run_1/floorplan.png
Bar = 50 microns. Pins as bars on the die edge. Tap cells in grey.
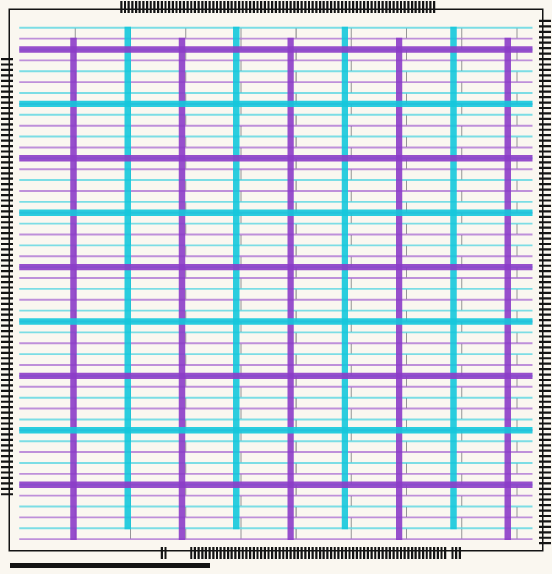
run_1/util_map.png
Bar = 50 microns. 13 x 14 tiles, from white (low) to dark blue (high), 0 to 100% covered.
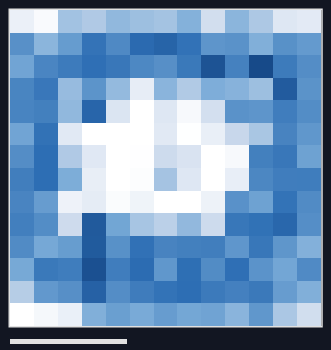
run_1/placed.png
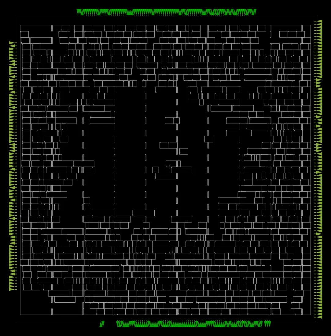
**config.mk**
```make
export PLATFORM = sky130hd
export DESIGN_NAME = uart_frame_arbiter
export DESIGN_NICKNAME = d
export VERILOG_FILES = /design/src/rtl/uart_frame_arbiter.sv
export SDC_FILE = /design/constraint.sdc
export NUM_CORES = 1
export LEC_CHECK = 0
export CORE_AREA = 2 2 131 133
export CTS_CLUSTER_DIAMETER = 60
export CTS_CLUSTER_SIZE = 24
export DETAILED_ROUTE_END_ITERATION = 7
export DIE_AREA = 0 0 133 135
export HOLD_SLACK_MARGIN = 0.06
export MAX_ROUTING_LAYER = met4
export PLACE_DENSITY = 0.78
export SLEW_MARGIN = 5
export SYNTH_ARGS = -nofsm -noshare
export SYNTH_HDL_FRONTEND = slang
export SYNTH_SLANG_ARGS = --single-unit
export TNS_END_PERCENT = 20
```
**constraint.sdc**
```tcl
create_clock -name iClock -period 3.8 [get_ports iClock]
set_clock_uncertainty 0.05 [all_clocks]
set_input_delay 0.57 -clock iClock [delete_from_list [all_inputs] [get_ports iClock]]
set_output_delay 0.57 -clock iClock [all_outputs]
set_load 0.005 [all_outputs]
```
**src/rtl/uart_frame_arbiter.sv**
```systemverilog
// rtl/uart_frame_arbiter.sv - round-robin owner of one UartFrameDatas transmit path
// Latches the winner's frame, pulses the send request, waits for done or watchdog, acks.
module uart_frame_arbiter #(
  parameter int REQUESTERS = 4,
  parameter int BYTES      = 8,
  parameter int TIMEOUT    = 0
) (
  input  logic                          iClock,
  input  logic                          iNreset,
  input  logic [REQUESTERS-1:0]         iReq,
  input  logic [REQUESTERS*BYTES*8-1:0] iDatas,
  output logic [REQUESTERS-1:0]         oGrant,
  output logic [REQUESTERS-1:0]         oAck,
  output logic                          oTimeout,
  output logic                          oBusy,
  output logic                          oSendReq,
  output logic [BYTES*8-1:0]            oSendDatas,
  input  logic                          iSendBusy,
  input  logic                          iSendDone
);

  localparam int DW = BYTES * 8;
  localparam int PW = (REQUESTERS > 1) ? $clog2(REQUESTERS) : 1;
  localparam logic [31:0] WD_LAST = (TIMEOUT > 0) ? 32'(TIMEOUT - 1) : 32'd0;

  typedef enum logic [1:0] {S_IDLE, S_START, S_WAIT, S_DONE} state_t;

  state_t                  state_q, state_d;
  logic [REQUESTERS-1:0]   grant_q, grant_d;
  logic [REQUESTERS-1:0]   ack_q, ack_d;
  logic                    timeout_q, timeout_d;
  logic                    busy_q, busy_d;
  logic                    send_req_q, send_req_d;
  logic [DW-1:0]           datas_q, datas_d;
  logic [31:0]             wd_q, wd_d;
  logic [PW-1:0]           ptr_q, ptr_d;
  logic [PW-1:0]           owner_q, owner_d;

  logic                    found;
  logic [PW-1:0]           win;
  logic [PW-1:0]           cand;
  logic                    wd_expired;
  logic                    can_grant;

  // Scan upward from the slot after the last winner, wrapping.
  always_comb begin
    found = 1'b0;
    win   = '0;
    cand  = '0;
    for (int i = 1; i <= REQUESTERS; i++) begin
      cand = PW'((int'(ptr_q) + i) % REQUESTERS);
      if (!found && iReq[cand]) begin
        found = 1'b1;
        win   = cand;
      end
    end
  end

  assign wd_expired = (TIMEOUT > 0) && (wd_q == WD_LAST);
  assign can_grant  = found && !iSendBusy;

  always_ff @(posedge iClock or negedge iNreset) begin
    if (!iNreset) begin
      state_q    <= S_IDLE;
      grant_q    <= '0;
      ack_q      <= '0;
      timeout_q  <= 1'b0;
      busy_q     <= 1'b0;
      send_req_q <= 1'b0;
      datas_q    <= '0;
      wd_q       <= '0;
      ptr_q      <= PW'(REQUESTERS - 1);
      owner_q    <= '0;
    end else begin
      state_q    <= state_d;
      grant_q    <= grant_d;
      ack_q      <= ack_d;
      timeout_q  <= timeout_d;
      busy_q     <= busy_d;
      send_req_q <= send_req_d;
      datas_q    <= datas_d;
      wd_q       <= wd_d;
      ptr_q      <= ptr_d;
      owner_q    <= owner_d;
    end
  end

  always_comb begin
    state_d = state_q;
    case (state_q)
      S_IDLE:  if (can_grant) state_d = S_START;
      S_START: state_d = S_WAIT;
      S_WAIT:  if (iSendDone || wd_expired) state_d = S_DONE;
      S_DONE:  state_d = S_IDLE;
      default: state_d = S_IDLE;
    endcase
  end

  // Next values of the registered outputs; the ack/timeout pair is loaded on entry to DONE.
  always_comb begin
    grant_d    = grant_q;
    ack_d      = '0;
    timeout_d  = 1'b0;
    busy_d     = busy_q;
    send_req_d = 1'b0;
    datas_d    = datas_q;
    wd_d       = wd_q;
    ptr_d      = ptr_q;
    owner_d    = owner_q;
    case (state_q)
      S_IDLE: begin
        if (can_grant) begin
          grant_d      = '0;
          grant_d[win] = 1'b1;
          owner_d      = win;
          datas_d      = iDatas[int'(win)*DW +: DW];
          busy_d       = 1'b1;
          send_req_d   = 1'b1;
        end
      end
      S_START: wd_d = '0;
      S_WAIT: begin
        wd_d = wd_q + 32'd1;
        if (iSendDone || wd_expired) begin
          ack_d     = grant_q;
          timeout_d = !iSendDone;
        end
      end
      S_DONE: begin
        grant_d = '0;
        busy_d  = 1'b0;
        ptr_d   = owner_q;
      end
      default: ;
    endcase
  end

  assign oGrant     = grant_q;
  assign oAck       = ack_q;
  assign oTimeout   = timeout_q;
  assign oBusy      = busy_q;
  assign oSendReq   = send_req_q;
  assign oSendDatas = datas_q;

endmodule
```
==> impl_metrics.yaml, run 1 <==
# yosys + openroad results
clocking:
  cts.sink_count: 80
  ctsResizeCount: 0
  cts_tree: "done"
  cts_buffers: 9
  cts_setup_buffers: 0
  cts_root_buf: "clkbuf_16"
synth:
  post-synth-top-area-fraction: 0.392
  synth_cells: 521
  ff_type: "dfrtp_1"
  synth_area_sq_um: 4980
  ys_sh_simple: 0.0880
cells_and_area:
  fin_nets: 1098
  utilization: 0.535
  combGateArea_sq_um: 2650
  largestClassByArea: "non-clock buffers"
  layout.cells.most_common: "clkdlybuf4s50_1"
route:
  ant_nets: 0
  drt_pass1_iterations: 5
  dr_wl_met2_microns: 9900
  via_count: 5557
run_status:
  status: "finished clean"
worst_setup_path:
  startpoint: "iReq[3]"
  arrival_ns: 3.01
  reg2reg_setup_slack_ns: 1.18
  cp-end-kind: "register"
  crit_cells: 7
global_route:
  grt_antenna_before_repair: 0
  first_global_vias: 5447
  grt_most_used_layer: "met2"
  grt_util_met3: 0.0529
  grt_overflow_total: 0
power_and_ir_drop:
  sequentialPower_mw: 1.56
  worst_ir_drop_vdd_uv: 339
  p_clk_mw: 0.946
die:
  dieHeight_microns: 135
  ioPinCount: 339
min_path:
  holdCritPathClass: "in -> async"
job:
  warning_count: 29
placed_design:
  port_buffers: 337
  place_congestion: 0.833
final_timing:
  fin_ws_ns: 0.984
  rsz0062_at_grt: "false"
Back to the opening pictures, floorplan.png:
legend:
  VSS:
    colour: purple
  VDD:
    colour: cyan
met1 rails: 48
met4 straps: 9
rows: 47
signal pins: 339
met5 straps: 9

Back to the opening pictures, util_map.png:
emptiest ninth of the die: centre
tiles over 75% full: 6.6%
nearly empty tiles: 7.7%
fullest tile: 90%

Back to the opening pictures, placed.png:
Seq/total area: 0.228
# fillers: 1479
Cell Rows: 47

run_1/ff_map.png
Bar = 50 microns. Other sequential cells in the stronger grey, the rest of the logic in the fainter grey.
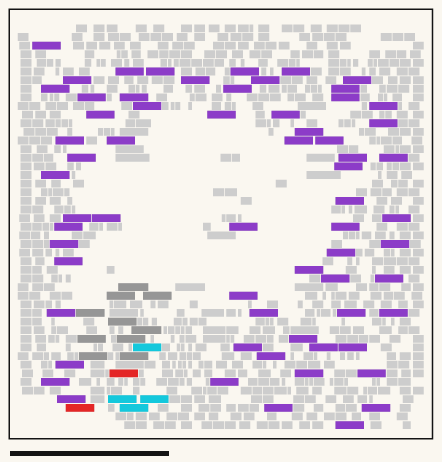

==> run 2, diff against run 1 <==
CORE_AREA = 2 2 132 134   (was 2 2 131 133)
DIE_AREA = 0 0 134 136   (was 0 0 133 135)
PLACE_DENSITY = 0.77   (was 0.78)
clock period = 2.8 ns   (was 3.8 ns; I/O delays follow)
run_2/ff_map.png
Bar = 50 microns. Other sequential cells in the stronger grey, the rest of the logic in the fainter grey.
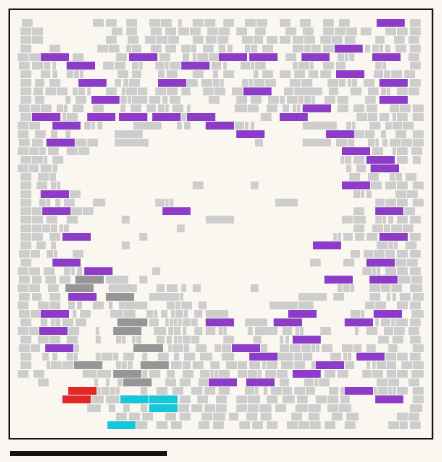
legend:
  state_q:
    colour: red
    flops: 2
  oSendDatas:
    colour: purple
    flops: 64
    where: all over the die
  oAck:
    colour: cyan
    flops: 4

==> impl_metrics.yaml, run 2 <==
# yosys + openroad results
power_and_ir_drop:
  power_density_nw_per_um2: 838
  p_leak_nw: 3.48
  worst_ir_drop_vdd_uv: 360
  p_clk_mw: 1.33
  sequentialPower_mw: 2.09
min_path:
  min_from: "owner_q[1]"
  holdCritPathClass: "reg -> reg"
synth:
  xor_share: 0
  area_leaders: "dfrtp_1, a221oi_1, mux2i_1"
  synth_area_per_cell_sq_um: 9.56
  ys_sh_simple: 0.0880
  ys_cells: 521
  post-synth-top-area-fraction: 0.392
  ys_sh_aoi: 0.280
  synth_cells: 521
  synth_area_sq_um: 4980
  ff_type: "dfrtp_1"
route:
  via_count: 5611
  drc: 0
  wl_met3_microns: 1650
  dr_wl_met2_microns: 9720
  drt_pass1_iterations: 5
  ant_nets: 0
cells_and_area:
  final_cells: 1076
  layout-drive-gt1-share: 0.0588
  regArea_sq_um: 2000
  comb_share: 0.296
  fin_nets: 1114
  largestClassByArea: "non-clock buffers"
  buf_share: 0.407
  utilization: 0.530
  combGateArea_sq_um: 2650
  n_fill_cell: 1539
  syn2layout_area_growth_pct: 79.8
  seq_share: 0.224
  layout.cells.most_common: "clkdlybuf4s50_1"
clocking:
  clk-insertion-delay-late_ns: 0.33
  cts_buffers: 9
  clock_path_buffers: 2
  clk_pin_slew_worst_paths_ns: 0.06
  cts_root_buf: "clkbuf_16"
  ctsResizeCount: 0
  cts.sink_count: 80
  cts_tree: "done"
  cts_setup_buffers: 0
final_timing:
  hold_viol: 0
  tns_ns: 0
  setup_viol: 0
  timing.hold.ws_ns: 0.433
  relSlewSlack: 0.557
  slew_viol_final: 0
  fin_ws_ns: 0.371
  rsz0062_at_grt: "false"
worst_setup_path:
  crit_cells: 7
  startpoint: "ptr_q[1]"
  reg2reg_setup_slack_ns: 0.37
  cp_slowest_cell: "dfstp_2"
  cp_top_family: "flip-flops"
  arrival_ns: 2.58
  cp-end-kind: "register"
job:
  warning_count: 29
placed_design:
  place_congestion: 0.769
  port_buffers: 337
global_route:
  grt_most_used_layer: "met2"
  first_global_vias: 5562
  grt_antenna_before_repair: 0
  grt_overflow_total: 0
  grt_util_met3: 0.0578
run_status:
  status: "finished clean"
die:
  rows: 48
  dieHeight_microns: 136
  ioPinCount: 339
run_2/port_trees.png
Bar = 50 microns.
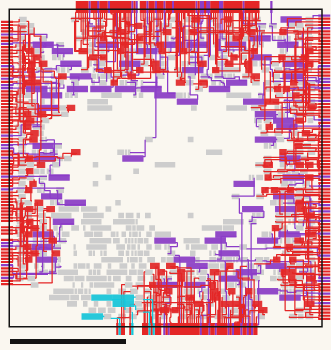
legend:
  oSendDatas:
    colour: purple
    bits: 64
    direction: output
    end_cells: 64
    buffers: 64
    wire: 2350 microns
  iDatas:
    colour: red
    bits: 256
    direction: input
    end_cells: 128
    buffers: 256
    wire: 6270 microns
  oAck:
    colour: cyan
    bits: 4
    direction: output
    end_cells: 4
    buffers: 4
    wire: 50.8 microns

==> run 3, diff against run 2 <==
CAP_MARGIN = 20   (was not set)
run_3/port_trees.png
Bar = 50 microns.
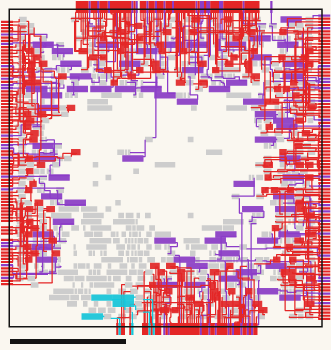
legend:
  oAck:
    colour: cyan
    bits: 4
    direction: output
    end_cells: 4
    buffers: 4
    wire: 50.8 microns
  iDatas:
    colour: red
    bits: 256
    direction: input
    end_cells: 128
    buffers: 256
    wire: 6270 microns
  oSendDatas:
    colour: purple
    bits: 64
    direction: output
    end_cells: 64
    buffers: 64
    wire: 2350 microns

==> impl_metrics.yaml, run 3 <==
# yosys + openroad results
run_status:
  status: "finished clean"
synth:
  post-synth-top-area-fraction: 0.392
  synth_cells: 521
  ys_cells: 521
  ys_sh_simple: 0.0880
  synth_area_sq_um: 4980
  area_leaders: "dfrtp_1, a221oi_1, mux2i_1"
  ys_sh_aoi: 0.280
min_path:
  holdCritPathClass: "reg -> reg"
  min_from: "owner_q[1]"
cells_and_area:
  layout-drive-gt1-share: 0.0588
  syn2layout_area_growth_pct: 79.8
  seq_share: 0.224
  clk_share: 0.0373
  final_cells: 1076
  n_fill_cell: 1539
  buf_share: 0.407
  layout.cells.most_common: "clkdlybuf4s50_1"
  combGateArea_sq_um: 2650
  fin_area_sq_um: 8950
  largestClassByArea: "non-clock buffers"
  utilization: 0.530
route:
  dr_wl_met2_microns: 9720
  wirelength_microns: 19500
  drt_pass1_iterations: 5
  via_count: 5611
  wl_met3_microns: 1650
  drc: 0
  ant_nets: 0
final_timing:
  timing.hold.ws_ns: 0.433
  fin_ws_ns: 0.371
  tns_ns: 0
  hold_viol: 0
worst_setup_path:
  reg2reg_setup_slack_ns: 0.37
  startpoint: "ptr_q[1]"
  path_max_fanout: 20
  arrival_ns: 2.58
  cp_top_family: "flip-flops"
  cp-end-kind: "register"
  cp_slowest_cell: "dfstp_2"
  crit_cells: 7
clocking:
  ctsResizeCount: 0
  clock_path_buffers: 2
  clk-insertion-delay-late_ns: 0.33
  clk_pin_slew_worst_paths_ns: 0.06
  cts_buffers: 9
  cts_root_buf: "clkbuf_16"
  cts_tree: "done"
  cts_setup_buffers: 0
  cts.sink_count: 80
global_route:
  grt_antenna_before_repair: 0
  grt_util_met3: 0.0578
  grt_overflow_total: 0
  first_global_vias: 5562
placed_design:
  port_buffers: 337
  placed_cell_area_sq_um: 8610
  place_congestion: 0.769
die:
  rows: 48
  dieHeight_microns: 136
job:
  warning_count: 29
power_and_ir_drop:
  p_leak_nw: 3.48
  power_density_nw_per_um2: 838
  sequentialPower_mw: 2.09
  worst_ir_drop_vdd_uv: 360
  p_clk_mw: 1.33
run_3/util_map.png
Bar = 50 microns. 13 x 14 tiles, from white (low) to dark blue (high), 0 to 100% covered.
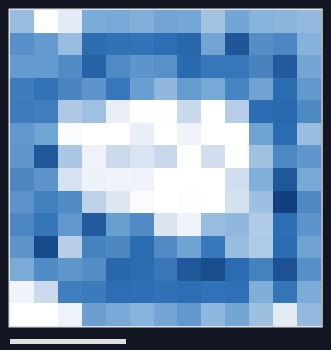
tiles over 75% full: 15%
fullest tile: 94%
emptiest ninth of the die: centre
mean over tiles: 48%
nearly empty tiles: 10%

